<file path="config.mk">
export PLATFORM = sky130hd
export DESIGN_NAME = reg_file_sb_flat
export DESIGN_NICKNAME = d
export VERILOG_FILES = /design/src/rtl/reg_file_sb_pkg.sv /design/src/rtl/reg_file_sb_if.sv /design/src/rtl/reg_file_sb_scoreboard.sv /design/src/rtl/reg_file_sb.sv /design/src/flat_wrapper.sv
export SDC_FILE = /design/constraint.sdc
export NUM_CORES = 2
export LEC_CHECK = 0
export CAP_MARGIN = 20
export CORE_UTILIZATION = 35
export DETAILED_ROUTE_END_ITERATION = 8
export MAX_ROUTING_LAYER = met4
export PLACE_DENSITY = 0.61
export SLEW_MARGIN = 30
export SYNTH_ARGS = -nofsm -noshare
export SYNTH_HDL_FRONTEND = slang
export SYNTH_SLANG_ARGS = --single-unit
</file>
<file path="constraint.sdc">
create_clock -name clk -period 4.8 [get_ports clk]
set_clock_uncertainty 0.15 [all_clocks]
set_input_delay 0.48 -clock clk [delete_from_list [all_inputs] [get_ports clk]]
set_output_delay 0.48 -clock clk [all_outputs]
set_load 0.05 [all_outputs]
</file>
<file path="src/rtl/reg_file_sb_pkg.sv">
// Shared constants for the integer register file and its write scoreboard.
// Reset values of the stack and global pointers live here so every user agrees.
package reg_file_pkg;

  localparam int          XLEN     = 32;
  localparam int          REG_ZERO = 0;
  localparam int          REG_SP   = 2;
  localparam int          REG_GP   = 3;
  localparam logic [31:0] SP_INIT  = 32'h0000_2ffc;
  localparam logic [31:0] GP_INIT  = 32'h0000_1800;

endpackage

</file>
<file path="src/rtl/reg_file_sb_if.sv">
// Decode/writeback bundle for reg_file_sb: read ports, write port, issue reservation.
// All slave outputs are combinational; iss_ready is the only backpressure signal.
interface reg_file_sb_if #(
  parameter int XLEN = reg_file_pkg::XLEN,
  parameter int NREG = 32,
  parameter int NRD  = 2
);
  localparam int AW = $clog2(NREG);

  logic [NRD*AW-1:0]   ra;
  logic [NRD*XLEN-1:0] rd;
  logic [NRD-1:0]      rd_busy;
  logic                we;
  logic [AW-1:0]       wa;
  logic [XLEN-1:0]     wd;
  logic                iss_valid;
  logic [AW-1:0]       iss_rd;
  logic                iss_ready;
  logic                flush;
  logic [AW:0]         busy_cnt;

  modport master (
    output ra, we, wa, wd, iss_valid, iss_rd, flush,
    input  rd, rd_busy, iss_ready, busy_cnt
  );

  modport slave (
    input  ra, we, wa, wd, iss_valid, iss_rd, flush,
    output rd, rd_busy, iss_ready, busy_cnt
  );

endinterface

</file>
<file path="src/rtl/reg_file_sb_scoreboard.sv">
// Busy-bit scoreboard: one bit per register, set on accepted issue, cleared on writeback or flush.
// Zero-latency status outputs; iss_ready deasserts on a WAW against a live reservation.
module reg_scoreboard #(
  parameter int NREG = 32,
  parameter int NRD  = 2,
  parameter int AW   = $clog2(NREG)
) (
  input  logic              clk,
  input  logic              rstn,
  input  logic [NRD*AW-1:0] ra,
  output logic [NRD-1:0]    rd_busy,
  input  logic              we,
  input  logic [AW-1:0]     wa,
  input  logic              iss_valid,
  input  logic [AW-1:0]     iss_rd,
  output logic              iss_ready,
  input  logic              flush,
  output logic [AW:0]       busy_cnt
);
  import reg_file_pkg::*;

  logic [NREG-1:0] busy;
  logic [NREG-1:0] busy_nxt;

  always_ff @(posedge clk or negedge rstn) begin
    if (!rstn) begin
      busy <= '0;
    end else begin
      busy <= busy_nxt;
    end
  end

  // Release before set, so a same-cycle writeback and re-reservation leaves the bit busy.
  always_comb begin
    busy_nxt = busy;
    if (we) begin
      busy_nxt[wa] = 1'b0;
    end
    if (flush) begin
      busy_nxt = '0;
    end else if (iss_valid && iss_ready && iss_rd != AW'(REG_ZERO)) begin
      busy_nxt[iss_rd] = 1'b1;
    end
  end

  always_comb begin
    iss_ready = (iss_rd == AW'(REG_ZERO)) || !busy[iss_rd] || (we && wa == iss_rd);
    for (int i = 0; i < NRD; i++) begin
      rd_busy[i] = busy[ra[i*AW +: AW]] && !(we && wa == ra[i*AW +: AW]);
    end
    busy_cnt = '0;
    for (int i = 0; i < NREG; i++) begin
      busy_cnt = busy_cnt + (AW+1)'(busy[i]);
    end
  end

endmodule

</file>
<file path="src/rtl/reg_file_sb.sv">
// Register file with write-first bypassed reads, one write port and a RAW/WAW scoreboard.
// Reads/status are 0-latency; REG_FILE_SB_DBG_EN adds an unbypassed debug read port.
module reg_file_sb #(
  parameter int              XLEN    = reg_file_pkg::XLEN,
  parameter int              NREG    = 32,
  parameter int              NRD     = 2,
  parameter logic [XLEN-1:0] SP_INIT = XLEN'(reg_file_pkg::SP_INIT),
  parameter logic [XLEN-1:0] GP_INIT = XLEN'(reg_file_pkg::GP_INIT)
) (
  input  logic               clk,
  input  logic               rstn,
  reg_file_sb_if.slave       bus
`ifdef REG_FILE_SB_DBG_EN
  ,
  input  logic [$clog2(NREG)-1:0] dbg_ra,
  output logic [XLEN-1:0]         dbg_rd
`endif
);
  import reg_file_pkg::*;

  localparam int AW = $clog2(NREG);

  logic [XLEN-1:0] rf [NREG];

  // Pointer registers are restored on every reset, not only at power-up.
  always_ff @(posedge clk or negedge rstn) begin
    if (!rstn) begin
      for (int i = 0; i < NREG; i++) begin
        if (i == REG_SP) begin
          rf[i] <= SP_INIT;
        end else if (i == REG_GP) begin
          rf[i] <= GP_INIT;
        end else begin
          rf[i] <= '0;
        end
      end
    end else if (bus.we && bus.wa != AW'(REG_ZERO)) begin
      rf[bus.wa] <= bus.wd;
    end
  end

  always_comb begin
    bus.rd = '0;
    for (int i = 0; i < NRD; i++) begin
      if (bus.we && bus.wa == bus.ra[i*AW +: AW] && bus.ra[i*AW +: AW] != AW'(REG_ZERO)) begin
        bus.rd[i*XLEN +: XLEN] = bus.wd;
      end else begin
        bus.rd[i*XLEN +: XLEN] = rf[bus.ra[i*AW +: AW]];
      end
    end
  end

`ifdef REG_FILE_SB_DBG_EN
  assign dbg_rd = rf[dbg_ra];
`endif

  reg_scoreboard #(
    .NREG (NREG),
    .NRD  (NRD),
    .AW   (AW)
  ) u_sb (
    .clk       (clk),
    .rstn      (rstn),
    .ra        (bus.ra),
    .rd_busy   (bus.rd_busy),
    .we        (bus.we),
    .wa        (bus.wa),
    .iss_valid (bus.iss_valid),
    .iss_rd    (bus.iss_rd),
    .iss_ready (bus.iss_ready),
    .flush     (bus.flush),
    .busy_cnt  (bus.busy_cnt)
  );

endmodule

</file>
<file path="src/flat_wrapper.sv">
// flat-port wrapper written by rule: the top's interface ports become plain ports
module reg_file_sb_flat import reg_file_pkg::*;
#(
  parameter int              XLEN    = reg_file_pkg::XLEN,
  parameter int              NREG    = 32,
  parameter int              NRD     = 2,
  parameter logic [XLEN-1:0] SP_INIT = XLEN'(reg_file_pkg::SP_INIT),
  parameter logic [XLEN-1:0] GP_INIT = XLEN'(reg_file_pkg::GP_INIT)
)
  (clk, rstn, bus_ra, bus_we, bus_wa, bus_wd, bus_iss_valid, bus_iss_rd, bus_flush, bus_rd, bus_rd_busy, bus_iss_ready, bus_busy_cnt);
  reg_file_sb_if #(.XLEN(XLEN), .NREG(NREG), .NRD(NRD)) bus_i ();
  input  logic clk;
  input  logic rstn;
  input wire logic [$bits(bus_i.ra)-1:0] bus_ra;
  input wire logic [$bits(bus_i.we)-1:0] bus_we;
  input wire logic [$bits(bus_i.wa)-1:0] bus_wa;
  input wire logic [$bits(bus_i.wd)-1:0] bus_wd;
  input wire logic [$bits(bus_i.iss_valid)-1:0] bus_iss_valid;
  input wire logic [$bits(bus_i.iss_rd)-1:0] bus_iss_rd;
  input wire logic [$bits(bus_i.flush)-1:0] bus_flush;
  output wire logic [$bits(bus_i.rd)-1:0] bus_rd;
  output wire logic [$bits(bus_i.rd_busy)-1:0] bus_rd_busy;
  output wire logic [$bits(bus_i.iss_ready)-1:0] bus_iss_ready;
  output wire logic [$bits(bus_i.busy_cnt)-1:0] bus_busy_cnt;
  assign bus_i.ra = bus_ra;
  assign bus_i.we = bus_we;
  assign bus_i.wa = bus_wa;
  assign bus_i.wd = bus_wd;
  assign bus_i.iss_valid = bus_iss_valid;
  assign bus_i.iss_rd = bus_iss_rd;
  assign bus_i.flush = bus_flush;
  assign bus_rd = bus_i.rd;
  assign bus_rd_busy = bus_i.rd_busy;
  assign bus_iss_ready = bus_i.iss_ready;
  assign bus_busy_cnt = bus_i.busy_cnt;
  reg_file_sb #(.XLEN(XLEN), .NREG(NREG), .NRD(NRD), .SP_INIT(SP_INIT), .GP_INIT(GP_INIT)) u_core (.clk(clk), .rstn(rstn), .bus(bus_i));
endmodule
</file>
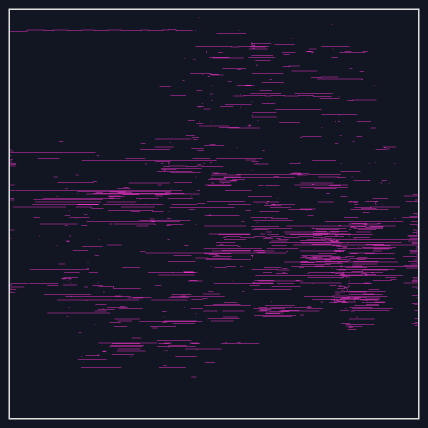
Fig. 1. The metal 3 layer.
Scale: 1 px per um.
main direction = horizontal
wire length on this layer = 12,900 um
share of all routed wire = 7.2%
nets with wire on the layer = 352
longest straight run = 166 um
via count: 37.2k
met3 Track Usage GR: 4.00%
final WL: 181,000 um

==> run summary <==
flow finished, numbers: status=finished with violations, failing checks=setup timing, critical path peak fanout=2, clk slew on worst S/H paths=around 0.06 ns, DRT iter0 DRCs=roughly 3.3k, register area=around 26,000 sq um, invs w/o clock=approximately 48, asr flop ratio synth=100%, Mapped Nets=3,979, Worst EP required=4.17 ns, fin crit period=between 6 and 7 ns, Slew Viols, Final=0, Top Registers=u_core.rf (1024), u_core.u_sb.busy (32), # hold bufs at CTS=1, sequential share of power=about 44%, combinational gate area=29,600 sq um, clk tree area frac=5.78%, slowest CP cell=fa_1, endpoints failing setup=6, post-CTS setup repair buffer count=3, Worst R2R Setup Slack=2.16 ns, combinational power share=22.3%, Synth top cell by count=dfrtp_1, top comb family, area=multiplexers, RePlAce Congestion=between 0.8 and 0.9, Detail Route Antenna Nets=0, I/O Buffers=129, Post-synth top cells=dfrtp_1 (1,043), mux2_2 (992), mux4_2 (494), Cell Type Count=~56, power density cells=404 nW/um^2, Simple Share, Synth=1.98%, Top delay family on crit path=adder cells, Met1 Wirelength=roughly 80,000 um, clkbuf count=172, Max power group=registers, gr busiest metal=met2, Mapped Cells=3,891, worst-path cell chain=fa_1, fa_1, inv_2, fa_1, inv_2, fa_1, fa_1, inv_2, fa_1, inv_2, ha_4, fa_2, a21o_1, a21oi_4, xnor2_4, buf_12, io pins=roughly 130, Clk power=9120 uW, Worst path depth=16, end of the worst register-to-register path=u_core.u_sb.busy[21], AND-OR/OR-AND Cells, Area Fraction=5.53%, Antenna Cells=6, post-synthesis sequential area ratio=45.8%, Residual DRC=0, buffers and inverters on the worst path=5, Top class by area=multi-input combinational cells, Final HPWL DP=approximately 110,000 um, WP data arrival=5.49 ns, nature of the critical path startpoint=flop, Tcrit/Tclk final=128%, top sig layer=met4, Cell Area, Placed=62,500 sq um, post-synth top area cell=dfrtp_1, WHS=0.233 ns, die width=408 um, CTS tree=done, First-pass DRT Iterations=6, num rows=148, # Cells Yosys=between 3k and 4k, IR drop worst, VDD=0.327 mV, top logic cell by instance count in the layout=dfrtp_1, synthesis-to-finish area growth=15.2%, reg2reg path depth=7, core area=163,000 sq um, Mux area share=41.8%, Synth Register Bits=between 1k and 1.5k, flip-flops with a built-in enable=0, cell mode on critical path=fa_1, met2 Usage GRT=33.2%, Critical Path Sink Type=output pin, critical path class=reg2out, Signal buffers=about 340, # clock sinks=1,056, clk root buf=clkbuf_16, R2R Path Start=u_core.u_sb.busy[15], RSZ-0062 raised after global routing=true, combinational gates=about 2.3k, pin count of the biggest net entering global routing=108, Mapped Area=57,700 sq um, Final WS setup=-1.33 ns, NetSw=7560 uW, Comb area share=44.5%, Setup crit end=bus_busy_cnt[4], stage-log warning count=33, met2 WL=approximately 83,000 um, WL met3=roughly 13,000 um
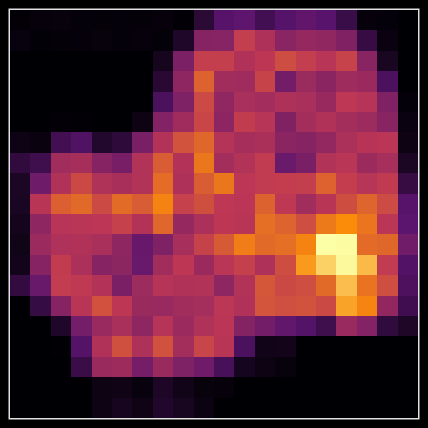
Fig. 2. Signal metal coverage by tile.
Scale: 1 px per um. The die is cut into 20 by 20 equal tiles; black is low, pale yellow is high, scaled to the fullest tile. Values are wire area over tile area, all layers added.
fullest tile = 0.57
nearly empty tiles = 25%
emptiest ninth of the die = top left
mean over tiles = 0.17
tiles over half the peak = 21%
wire per inst: 29.2 um
total track usage: 22.3%

Power is estimated from default activity; no workload was simulated.
